$ cat src/rtl/lut_preload_sequencer.sv
// Preload sequencer: streams clause nodes and pointer tables into the lookup latency buffer, inserting
// change-engine pulses and zero pointer tables for unused engines; strobes lag their decision by 1 cycle, ready is state-only.
package lut_preload_pkg;
  typedef struct packed {
    logic [15:0] lit_a;
    logic [15:0] lit_b;
    logic [15:0] lit_c;
  } node_t;

  typedef struct packed {
    logic [15:0] watch_head;
    logic [15:0] watch_len;
  } dummy_entry_t;
endpackage

module lut_preload_sequencer
  import lut_preload_pkg::*;
#(
  parameter int NUM_ENGINE  = 4,
  parameter int LIT_IDX_MAX = 4,
  parameter int CNT_W       = 16,
  localparam int ENG_W      = (NUM_ENGINE > 1) ? $clog2(NUM_ENGINE) : 1
) (
  input  logic             clock,
  input  logic             reset,
  input  logic             start,
  input  logic [ENG_W:0]   num_engine,
  input  logic [CNT_W-1:0] num_clause,
  input  node_t            clause_in,
  input  logic             clause_valid_in,
  output logic             clause_ready_out,
  input  dummy_entry_t     ptr_in,
  input  logic             ptr_valid_in,
  output logic             ptr_ready_out,
  output node_t            clause_out,
  output logic             load_clause_out,
  output dummy_entry_t     ptr_out,
  output logic             load_ptr_out,
  output logic             load_change_engine_out,
  output logic             busy,
  output logic             done,
  output logic [ENG_W-1:0] cur_engine
);
  localparam int PTR_N  = 2*LIT_IDX_MAX + 1;
  localparam int PCNT_W = $clog2(PTR_N + 1);
  localparam logic [ENG_W:0]    NUM_ENG_L = (ENG_W+1)'(NUM_ENGINE);
  localparam logic [ENG_W-1:0]  LAST_ENG  = ENG_W'(NUM_ENGINE - 1);
  localparam logic [PCNT_W-1:0] LAST_PTR  = PCNT_W'(PTR_N - 1);

  typedef enum logic [2:0] {IDLE, ALIGN, CLAUSE, PTR, NEXT, DONE} state_t;

  state_t            state_q, state_d;
  logic [ENG_W-1:0]  eng_q, hw_eng_q, next_eng;
  logic [ENG_W:0]    num_eng_q, num_eng_clamped;
  logic [CNT_W-1:0]  num_clause_q, ccnt_q;
  logic [PCNT_W-1:0] pcnt_q;
  logic              real_eng, go_first, go_next;
  logic              last_clause, last_ptr, last_eng;
  logic              clause_hs, ptr_hs, pad, ptr_step, pulse;

  assign num_eng_clamped = (num_engine > NUM_ENG_L) ? NUM_ENG_L : num_engine;
  assign next_eng        = eng_q + ENG_W'(1);
  assign real_eng        = {1'b0, eng_q} < num_eng_q;
  assign go_first        = (num_eng_q != '0) && (num_clause_q != '0);
  assign go_next         = ({1'b0, next_eng} < num_eng_q) && (num_clause_q != '0);
  assign last_clause     = ccnt_q == (num_clause_q - CNT_W'(1));
  assign last_ptr        = pcnt_q == LAST_PTR;
  assign last_eng        = eng_q == LAST_ENG;
  assign clause_hs       = clause_valid_in && clause_ready_out;
  assign ptr_hs          = ptr_valid_in && ptr_ready_out;
  assign ptr_step        = ptr_hs || pad;
  assign cur_engine      = eng_q;

  always_ff @(posedge clock) begin
    if (reset) state_q <= IDLE;
    else       state_q <= state_d;
  end

  always_comb begin
    state_d = state_q;
    case (state_q)
      IDLE:    if (start) state_d = ALIGN;
      // Wait until the buffer's engine indicator has wrapped back to engine 0.
      ALIGN:   if (hw_eng_q == '0) state_d = go_first ? CLAUSE : PTR;
      CLAUSE:  if (clause_hs && last_clause) state_d = PTR;
      PTR:     if (ptr_step && last_ptr) state_d = last_eng ? DONE : NEXT;
      NEXT:    state_d = go_next ? CLAUSE : PTR;
      DONE:    state_d = IDLE;
      default: state_d = IDLE;
    endcase
  end

  always_comb begin
    clause_ready_out = 1'b0;
    ptr_ready_out    = 1'b0;
    pad              = 1'b0;
    pulse            = 1'b0;
    busy             = state_q != IDLE;
    done             = state_q == DONE;
    case (state_q)
      ALIGN:   pulse = hw_eng_q != '0;
      CLAUSE:  clause_ready_out = 1'b1;
      PTR: begin
        ptr_ready_out = real_eng;
        pad           = !real_eng;
      end
      NEXT:    pulse = 1'b1;
      default: ;
    endcase
  end

  always_ff @(posedge clock) begin
    if (reset) begin
      clause_out             <= '0;
      load_clause_out        <= 1'b0;
      ptr_out                <= '0;
      load_ptr_out           <= 1'b0;
      load_change_engine_out <= 1'b0;
      hw_eng_q               <= '0;
      eng_q                  <= '0;
      num_eng_q              <= '0;
      num_clause_q           <= '0;
      ccnt_q                 <= '0;
      pcnt_q                 <= '0;
    end else begin
      load_clause_out        <= clause_hs;
      clause_out             <= clause_hs ? clause_in : '0;
      load_ptr_out           <= ptr_step;
      ptr_out                <= ptr_hs ? ptr_in : '0;
      load_change_engine_out <= pulse;
      if (pulse) hw_eng_q <= (hw_eng_q == LAST_ENG) ? '0 : hw_eng_q + ENG_W'(1);
      if (state_q == IDLE && start) begin
        num_eng_q    <= num_eng_clamped;
        num_clause_q <= num_clause;
        eng_q        <= '0;
      end
      if (state_q == NEXT) eng_q <= next_eng;
      if (clause_hs) ccnt_q <= last_clause ? '0 : ccnt_q + CNT_W'(1);
      if (ptr_step)  pcnt_q <= last_ptr ? '0 : pcnt_q + PCNT_W'(1);
    end
  end
endmodule

$ cat config.mk
export PLATFORM = sky130hd
export DESIGN_NAME = lut_preload_sequencer
export DESIGN_NICKNAME = d
export VERILOG_FILES = /design/src/rtl/lut_preload_sequencer.sv
export SDC_FILE = /design/constraint.sdc
export NUM_CORES = 1
export LEC_CHECK = 0
export CORE_MARGIN = 2
export CORE_UTILIZATION = 49
export CTS_BUF_LIST = sky130_fd_sc_hd__clkbuf_8
export CTS_CLUSTER_DIAMETER = 60
export DETAILED_ROUTE_END_ITERATION = 12
export PLACE_DENSITY = 0.88
export SLEW_MARGIN = 40
export SYNTH_ARGS = -nofsm -noshare
export SYNTH_HDL_FRONTEND = slang
export SYNTH_SLANG_ARGS = --single-unit
$ cat constraint.sdc
create_clock -name clock -period 3.95 [get_ports clock]
set_input_delay 0.395 -clock clock [delete_from_list [all_inputs] [get_ports clock]]
set_output_delay 0.395 -clock clock [all_outputs]
set_load 0.005 [all_outputs]
### Drive-strength map

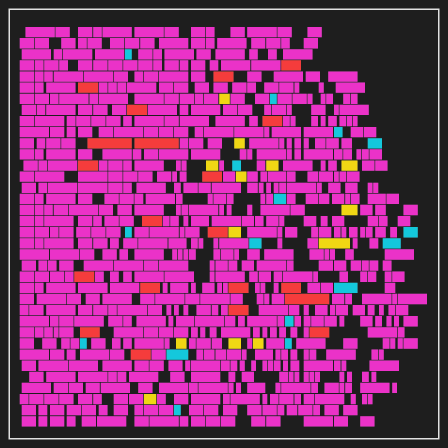
legend:
  magenta:
    size: x1 and smaller
    cells: 686
    share: 93%
    most_used: clkdlybuf4s50_1
  cyan:
    size: x2
    cells: 16
    share: 2.2%
    most_used: clkinv_2
  yellow:
    size: x3 and x4
    cells: 13
    share: 1.8%
    most_used: clkinv_4
  red:
    size: x6 and larger
    cells: 20
    share: 2.7%
    most_used: clkbuf_8
buffers outside the clock class: 196
Post-Layout Inst Area: 7390 um2

### Placement density heat map

The die is cut into 10 by 10 equal tiles; black is low, pale yellow is high, 0 to 100% covered.
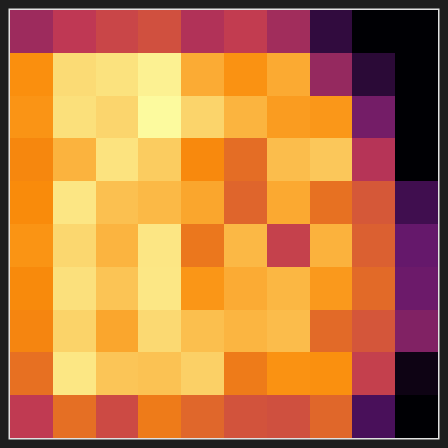
emptiest ninth of the die: upper right
tiles over 75% full: 50%
nearly empty tiles: 6.0%
fullest tile: 99%
mean over tiles: 66%
densest ninth of the die: middle left

### Cells coloured by class

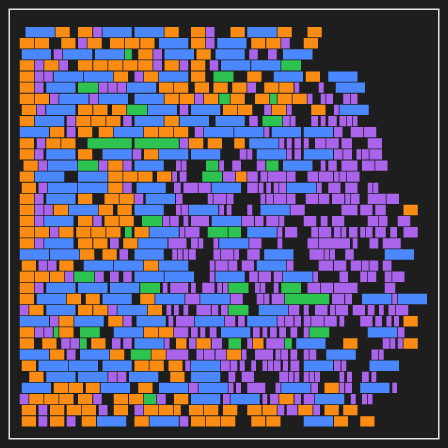
legend:
  purple:
    class: remaining logic cells
    cells: 378
    share_of_their_area: 32%
  orange:
    class: remaining buffers and delay cells
    cells: 196
    share_of_their_area: 27%
  green:
    class: clock drivers and dummy loads
    cells: 32
    share_of_their_area: 5.6%
  blue:
    class: registers
    cells: 129
    share_of_their_area: 36%

==> Changelog: implementation <==
## Implementation

- Status: finished clean
- Flop share of the area: between 30% and 40%
- Layout cells sized above 1: under 10%
- ClkCell Share: between 5 and 6%
- FMAX: approximately 350 MHz
- Htree depth: 4
- Slew Limit Headroom: 52.5%
- Switch Pwr: 1.04 mW
- Met1 Resource Use GR: between 20% and 30%
- Combinational power share: 24.0%
- RSZ-0062 raised after global routing: false
- Sequential power share: between 40 and 50%
- Critical path's top delay family: simple AND/OR/NAND/NOR gates
- Largest net degree at the start of global routing: roughly 50
- Setup WS pre-CTS: ~1.1 ns
- Startpoint type of the worst setup path: flip-flop
- Iter 0 DRT Violations: 177
- Die extent in y: roughly 100 um
- Top cell category: flip-flops and latches
- Final worst slack: 1.09 ns
- Maximum clock insertion buffer count: 2
- Yosys Chip Area: 4970 um2
- Reg-to-reg slack, setup: roughly 1.1 ns
- Final Util: around 75%
- Final GP Congestion: between 0.8 and 0.9
- Cell count listed in synth_stat.txt: about 530
- Pwr Total: 3.47 mW
- P_seq: approximately 1.5 mW
- FILL cells: 652
- Commonest Layout Cell: clkdlybuf4s50_1
- Met3 routed WL: approximately 990 um
- Adder-cell share of the synthesized area: under 10%
- Flops after synth: about 130
- Setup crit start: num_clause_q[2]
- Logic share of the area: between 30 and 40%
- Hold Fails Final Rpt: 0
- Worst skew pair latency: approximately 0.43 ns
- Clock power frac: 32.8%
- Vias per inst: approximately 5.1
- Number of logic gates: ~370
- Cell Pwr Density: about 470 nW/um2
- ANT cells: 0
- Seq Cell Count: 129
- Placed insts: between 800 and 900
- Most common cell in the netlist: dfxtp_1
- Fin crit share: around 72%
- Post-cts sizing count: 0
- WS Path Type: reg2reg
- Worst r2r dst: ccnt_q[12]
- First-pass GRT wire length: 22.9 mm
- CORE AREA: 9820 um2
- Mean Syn Cell Area: slightly above 9 um2
- Cell Type Count: ~52
- TritonCTS buffer count: 17
- Clock group power: around 1.1 mW
- Final ANT Viol Nets: 0
- Critical path buffers and inverters: 0
- Synth area leader: dfxtp_1
- Area Growth Syn to Fin: 48.8%
- Final global-route overflow total: 0
- Tap cells: about 130
- CTS root buffer: clkbuf_8
- Comb area leader: simple AND/OR/NAND/NOR gates
- Synth warn: 0
- Path length in cells of the critical path: 7
Power figures rest on the tool's default switching activity, not on a simulated workload.
